==> images/metal_density.png <==
37 x 37 tiles, from white (low) to dark blue (high), scaled to the fullest tile. Values are wire area over tile area, all layers added.
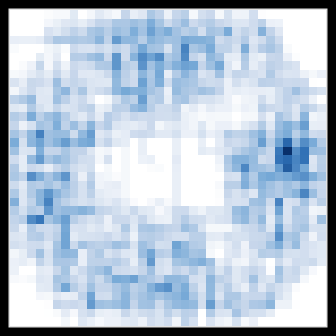
==> images/detail.png <==
The bar under the picture is 5 um long. Window x 128 to 148, y 128 to 148 um. Cells in grey, sequential cells in the stronger grey; small squares are vias.
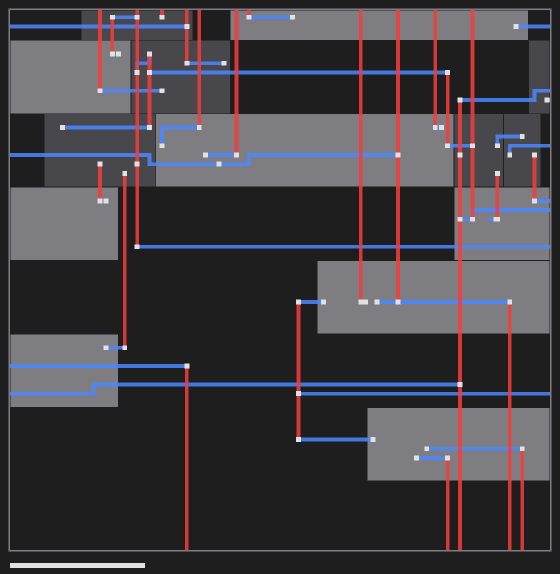
==> images/layer_met1.png <==
The bar under the picture is 50 um long.
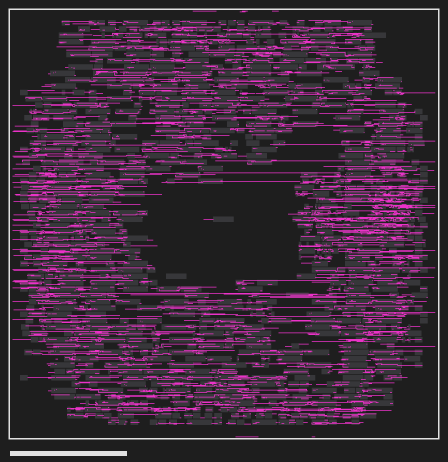
### src/rtl/regfile_pkg.sv
// Shared widths, request payload and source encoding for the register-file writeback arbiter.
package regfile_pkg;

  localparam int unsigned ADDR_W = 5;
  localparam int unsigned DATA_W = 64;

  typedef struct packed {
    logic [ADDR_W-1:0] addr;
    logic [DATA_W-1:0] data;
  } wb_req_t;

  typedef enum logic {
    SRC_ALU = 1'b0,
    SRC_MEM = 1'b1
  } wb_src_e;

endpackage

### src/rtl/regfile_wb_arbiter_if.sv
// Writeback bus: two valid/ready requesters, the register-file write port and the hazard query.
interface regfile_wb_arbiter_if;
  import regfile_pkg::*;

  logic              alu_valid;
  logic              alu_ready;
  logic [ADDR_W-1:0] alu_addr;
  logic [DATA_W-1:0] alu_data;
  logic              mem_valid;
  logic              mem_ready;
  logic [ADDR_W-1:0] mem_addr;
  logic [DATA_W-1:0] mem_data;
  logic              regWrite;
  logic [ADDR_W-1:0] writeReg;
  logic [DATA_W-1:0] writeData;
  logic [ADDR_W-1:0] query_addr;
  logic              query_pending;
  logic              idle;

  modport slave (
    input  alu_valid, alu_addr, alu_data,
    input  mem_valid, mem_addr, mem_data,
    input  query_addr,
    output alu_ready, mem_ready,
    output regWrite, writeReg, writeData,
    output query_pending, idle
  );

  modport master (
    output alu_valid, alu_addr, alu_data,
    output mem_valid, mem_addr, mem_data,
    output query_addr,
    input  alu_ready, mem_ready,
    input  regWrite, writeReg, writeData,
    input  query_pending, idle
  );

endinterface

### src/rtl/wb_fifo.sv
// Per-requester writeback FIFO; exposes per-entry valid bits and addresses for hazard matching.
module wb_fifo
  import regfile_pkg::*;
#(
  parameter int unsigned DEPTH = 2
) (
  input  logic                           clk,
  input  logic                           rst_n,
  input  logic                           push,
  input  wb_req_t                        push_data,
  input  logic                           pop,
  output wb_req_t                        head,
  output logic                           empty,
  output logic                           full,
  output logic [DEPTH-1:0]               entry_vld,
  output logic [DEPTH-1:0][ADDR_W-1:0]   entry_addr
);

  localparam int unsigned PTR_W = (DEPTH > 1) ? $clog2(DEPTH) : 1;

  wb_req_t          r_mem [DEPTH];
  logic [DEPTH-1:0] r_vld;
  logic [PTR_W-1:0] r_wr_ptr;
  logic [PTR_W-1:0] r_rd_ptr;

  // Entries fill and drain in ring order, so the valid vector alone gives empty/full.
  always_ff @(posedge clk) begin
    if (!rst_n) begin
      r_vld    <= '0;
      r_wr_ptr <= '0;
      r_rd_ptr <= '0;
    end else begin
      if (push) begin
        r_vld[r_wr_ptr] <= 1'b1;
        r_wr_ptr        <= r_wr_ptr + PTR_W'(1);
      end
      if (pop) begin
        r_vld[r_rd_ptr] <= 1'b0;
        r_rd_ptr        <= r_rd_ptr + PTR_W'(1);
      end
    end
  end

  always_ff @(posedge clk) begin
    if (push) begin
      r_mem[r_wr_ptr] <= push_data;
    end
  end

  always_comb begin
    for (int i = 0; i < int'(DEPTH); i++) begin
      entry_addr[i] = r_mem[i].addr;
    end
  end

  assign head      = r_mem[r_rd_ptr];
  assign empty     = ~|r_vld;
  assign full      = &r_vld;
  assign entry_vld = r_vld;

endmodule

### src/rtl/regfile_wb_arbiter.sv
// Round-robin sharing of the register-file write port between ALU and MEM writeback FIFOs.
module regfile_wb_arbiter
  import regfile_pkg::*;
#(
  parameter int unsigned DEPTH = 2
) (
  input logic                  clk,
  input logic                  rst_n,
  regfile_wb_arbiter_if.slave  bus
);

  wb_req_t                       w_alu_req;
  wb_req_t                       w_mem_req;
  wb_req_t                       w_alu_head;
  wb_req_t                       w_mem_head;
  wb_req_t                       w_win;
  logic                          w_alu_empty;
  logic                          w_alu_full;
  logic                          w_mem_empty;
  logic                          w_mem_full;
  logic                          w_alu_ready;
  logic                          w_mem_ready;
  logic                          w_alu_push;
  logic                          w_mem_push;
  logic                          w_grant_alu;
  logic                          w_grant_mem;
  logic                          w_grant;
  logic                          w_match;
  logic [DEPTH-1:0]              w_alu_vld;
  logic [DEPTH-1:0]              w_mem_vld;
  logic [DEPTH-1:0][ADDR_W-1:0]  w_alu_addrs;
  logic [DEPTH-1:0][ADDR_W-1:0]  w_mem_addrs;
  wb_src_e                       w_last_grant_nxt;

  wb_src_e                       r_last_grant;
  logic                          r_reg_write;
  logic [ADDR_W-1:0]             r_write_reg;
  logic [DATA_W-1:0]             r_write_data;

  assign w_alu_ready = rst_n && !w_alu_full;
  assign w_mem_ready = rst_n && !w_mem_full;

  // Writes to register 0 complete the handshake but are dropped here.
  assign w_alu_push = bus.alu_valid && w_alu_ready && (bus.alu_addr != '0);
  assign w_mem_push = bus.mem_valid && w_mem_ready && (bus.mem_addr != '0);
  assign w_alu_req  = '{addr: bus.alu_addr, data: bus.alu_data};
  assign w_mem_req  = '{addr: bus.mem_addr, data: bus.mem_data};

  wb_fifo #(.DEPTH(DEPTH)) u_alu_fifo (
    .clk        (clk),
    .rst_n      (rst_n),
    .push       (w_alu_push),
    .push_data  (w_alu_req),
    .pop        (w_grant_alu),
    .head       (w_alu_head),
    .empty      (w_alu_empty),
    .full       (w_alu_full),
    .entry_vld  (w_alu_vld),
    .entry_addr (w_alu_addrs)
  );

  wb_fifo #(.DEPTH(DEPTH)) u_mem_fifo (
    .clk        (clk),
    .rst_n      (rst_n),
    .push       (w_mem_push),
    .push_data  (w_mem_req),
    .pop        (w_grant_mem),
    .head       (w_mem_head),
    .empty      (w_mem_empty),
    .full       (w_mem_full),
    .entry_vld  (w_mem_vld),
    .entry_addr (w_mem_addrs)
  );

  // On a tie the requester that did not win last time gets the port.
  always_comb begin
    w_grant_alu      = 1'b0;
    w_grant_mem      = 1'b0;
    w_last_grant_nxt = r_last_grant;
    if (!w_alu_empty && !w_mem_empty) begin
      if (r_last_grant == SRC_MEM) w_grant_alu = 1'b1;
      else                         w_grant_mem = 1'b1;
    end else if (!w_alu_empty) begin
      w_grant_alu = 1'b1;
    end else if (!w_mem_empty) begin
      w_grant_mem = 1'b1;
    end
    if (w_grant_alu)      w_last_grant_nxt = SRC_ALU;
    else if (w_grant_mem) w_last_grant_nxt = SRC_MEM;
  end

  assign w_grant = w_grant_alu || w_grant_mem;
  assign w_win   = w_grant_alu ? w_alu_head : w_mem_head;

  always_ff @(posedge clk) begin
    if (!rst_n) begin
      r_last_grant <= SRC_MEM;
      r_reg_write  <= 1'b0;
      r_write_reg  <= '0;
      r_write_data <= '0;
    end else begin
      r_last_grant <= w_last_grant_nxt;
      r_reg_write  <= w_grant;
      if (w_grant) begin
        r_write_reg  <= w_win.addr;
        r_write_data <= w_win.data;
      end
    end
  end

  // A register is busy while any buffered entry or the output stage targets it.
  always_comb begin
    w_match = r_reg_write && (r_write_reg == bus.query_addr);
    for (int i = 0; i < int'(DEPTH); i++) begin
      if (w_alu_vld[i] && (w_alu_addrs[i] == bus.query_addr)) w_match = 1'b1;
      if (w_mem_vld[i] && (w_mem_addrs[i] == bus.query_addr)) w_match = 1'b1;
    end
  end

  assign bus.alu_ready     = w_alu_ready;
  assign bus.mem_ready     = w_mem_ready;
  assign bus.regWrite      = r_reg_write;
  assign bus.writeReg      = r_write_reg;
  assign bus.writeData     = r_write_data;
  assign bus.query_pending = w_match && (bus.query_addr != '0);
  assign bus.idle          = w_alu_empty && w_mem_empty && !r_reg_write;

endmodule

### src/flat_wrapper.sv
// flat-port wrapper written by rule: the top's interface ports become plain ports
module regfile_wb_arbiter_flat import regfile_pkg::*;
#(
  parameter int unsigned DEPTH = 2
)
  (clk, rst_n, bus_alu_valid, bus_alu_addr, bus_alu_data, bus_mem_valid, bus_mem_addr, bus_mem_data, bus_query_addr, bus_alu_ready, bus_mem_ready, bus_regWrite, bus_writeReg, bus_writeData, bus_query_pending, bus_idle);
  regfile_wb_arbiter_if bus_i ();
  input logic clk;
  input logic rst_n;
  input wire logic [$bits(bus_i.alu_valid)-1:0] bus_alu_valid;
  input wire logic [$bits(bus_i.alu_addr)-1:0] bus_alu_addr;
  input wire logic [$bits(bus_i.alu_data)-1:0] bus_alu_data;
  input wire logic [$bits(bus_i.mem_valid)-1:0] bus_mem_valid;
  input wire logic [$bits(bus_i.mem_addr)-1:0] bus_mem_addr;
  input wire logic [$bits(bus_i.mem_data)-1:0] bus_mem_data;
  input wire logic [$bits(bus_i.query_addr)-1:0] bus_query_addr;
  output wire logic [$bits(bus_i.alu_ready)-1:0] bus_alu_ready;
  output wire logic [$bits(bus_i.mem_ready)-1:0] bus_mem_ready;
  output wire logic [$bits(bus_i.regWrite)-1:0] bus_regWrite;
  output wire logic [$bits(bus_i.writeReg)-1:0] bus_writeReg;
  output wire logic [$bits(bus_i.writeData)-1:0] bus_writeData;
  output wire logic [$bits(bus_i.query_pending)-1:0] bus_query_pending;
  output wire logic [$bits(bus_i.idle)-1:0] bus_idle;
  assign bus_i.alu_valid = bus_alu_valid;
  assign bus_i.alu_addr = bus_alu_addr;
  assign bus_i.alu_data = bus_alu_data;
  assign bus_i.mem_valid = bus_mem_valid;
  assign bus_i.mem_addr = bus_mem_addr;
  assign bus_i.mem_data = bus_mem_data;
  assign bus_i.query_addr = bus_query_addr;
  assign bus_alu_ready = bus_i.alu_ready;
  assign bus_mem_ready = bus_i.mem_ready;
  assign bus_regWrite = bus_i.regWrite;
  assign bus_writeReg = bus_i.writeReg;
  assign bus_writeData = bus_i.writeData;
  assign bus_query_pending = bus_i.query_pending;
  assign bus_idle = bus_i.idle;
  regfile_wb_arbiter #(.DEPTH(DEPTH)) u_core (.clk(clk), .rst_n(rst_n), .bus(bus_i));
endmodule
### config.mk
export PLATFORM = sky130hd
export DESIGN_NAME = regfile_wb_arbiter_flat
export DESIGN_NICKNAME = d
export VERILOG_FILES = /design/src/rtl/regfile_pkg.sv /design/src/rtl/regfile_wb_arbiter_if.sv /design/src/rtl/wb_fifo.sv /design/src/rtl/regfile_wb_arbiter.sv /design/src/flat_wrapper.sv
export SDC_FILE = /design/constraint.sdc
export NUM_CORES = 1
export LEC_CHECK = 0
export CORE_MARGIN = 4
export CORE_UTILIZATION = 45
export DETAILED_ROUTE_END_ITERATION = 10
export GPL_TIMING_DRIVEN = 1
export MAX_ROUTING_LAYER = met4
export PLACE_DENSITY = 0.75
export SETUP_SLACK_MARGIN = 0.5
export SLEW_MARGIN = 25
export SYNTH_ARGS = -nofsm -noshare
export SYNTH_HDL_FRONTEND = slang
export SYNTH_HIERARCHICAL = 1
export SYNTH_SLANG_ARGS = --single-unit
### constraint.sdc
create_clock -name clk -period 7.13 [get_ports clk]
set_input_delay 2.139 -clock clk [delete_from_list [all_inputs] [get_ports clk]]
set_output_delay 2.139 -clock clk [all_outputs]
set_load 0.02 [all_outputs]
==> run summary <==
fresh numbers from the pnr run: Top Ports 221, # Post-CTS Setup Buffers 0, min cycle time layout 6.43 ns, Die ar. 33700 um2, clock tree cell share of total cell area 0.0745, flop count 357, # H-tree levels 2, Root Driver clkbuf_16, Cell Rows 64, fin util 0.576, CP startpoint bus_query_addr[3], most frequent logic cell in the layout edfxtp_1, clock sinks 357, Logic area 3510 um2, Top cells excl fill/tap edfxtp_1, clkdlybuf4s50_1, mux2_2, dfxtp_1, nand2_1, Pwr Total 0.00515 W, multiplexer area fraction after synthesis 0.167, WHS Path Cells 2, Longest Clk Path Bufs 3, Signal buffers 231, GRT Total Usage 0.178, flop share of the area 0.565, IO Port Bufs 220, Post-Synth XOR/XNOR Area 0.0183, worst slew pin tran 0.959 ns, worst setup margin 0.697 ns, worst hold slack 0.452 ns, R2R cell count 6, Well Taps 396, largest net degree at the start of global routing 70, Non-Clock Inverter Count 6, synthesis area per yosys 13900 um2, DIE WIDTH 184 um, DIE HEIGHT 184 um, Data buffer area share 0.131, TritonCTS buffer count 37, flops out of synthesis 357, fraction of area in multi-input gates 0.200, Place WS 0.738 ns, Max Transition Viols Final 0, final count of negative-setup-slack endpoints 0, DR iter-0 viols 483, Worst slew margin 0.361, status finished clean, share of layout cells above drive strength 1 0.199, mi-comb count 427, maximum vdd drop 0.000208 V, Worst Setup EP bus_query_pending
Notes on metal_density.png above:
mean over tiles	0.14
fullest tile	0.62
nearly empty tiles	14%
tiles over half the peak	5.3%

Notes on detail.png above:
layer	colour
metal 2	red
metal 1	blue
cells with their middle in the window	7
netlist names of flops here include	`u_core/u_alu_fifo/r_mem` (3)
most frequent	edfxtp_1 (3)
sequential cells in the window	3

Notes on layer_met1.png above:
wire length on this layer	12900 um
longest straight run	81.4 um
share of all routed wire	43%
main direction	horizontal
nets with wire on the layer	1127

[critical path, stage by stage]
cell and delay [ns]:
clkdlybuf4s50_1 0.60, xor2_1 0.25, nor4_1 0.31, nand3_1 0.12
nand3_1 0.12, o22a_1 0.16, clkdlybuf4s50_1 0.60
[power by group]
| part | switching, W | total [W] | internal [W] |
|---|---|---|---|
| logic | 0.000326 | 0.000673 | 0.000346 |
| registers | 0.0000770 | 0.00244 | 0.00237 |
| clock network | 0.000755 | 0.00203 | 0.00128 |
| total | 0.00116 | 0.00515 | 0.00399 |
[registers in the layout (all words and copies together) (netlist names), 2 cells and up, named ones only]
register                     cells
u_core/bus.writeReg              5
u_core/u_alu_fifo/entry_vld      2
u_core/bus.writeData            64
u_core/u_mem_fifo/entry_vld      2
u_core/u_alu_fifo/r_mem        138
u_core/u_mem_fifo/r_mem        138
[logic make-up (layout without fill, tap and decap cells)]
family | count (synthesis) | count (layout)
buffers and inverters | 70 | 304
XOR/XNOR | 29 | 29
flip-flops | 357 | 357
AND/OR/NAND/NOR | 111 | 111
multiplexers | 207 | 207
AND-OR/OR-AND | 80 | 80
other | 0 | 2
[synth_stat cells (13+ instances only)]
master | number | area [um2]
buf_2 | 13 | 65.1
xor2_1 | 20 | 175
edfxtp_1 | 276 | 8290
mux2_2 | 118 | 1330
mux2i_1 | 69 | 691
buf_6 | 15 | 169
mux2_4 | 20 | 300
nand2_1 | 74 | 278
buf_4 | 22 | 165
dfxtp_1 | 81 | 1620
o21ai_0 | 70 | 350
[layer usage]
layer  vias to the layer above  track usage  routed length, um
li1                       3560            -                  -
met1                      3790        0.224              12900
met2                       240        0.299              14700
met3                        53       0.0328               1460
met4                         0       0.0465                713
met5                         -            -                  0
No activity file was given, so power comes from the tool's default toggle rates.
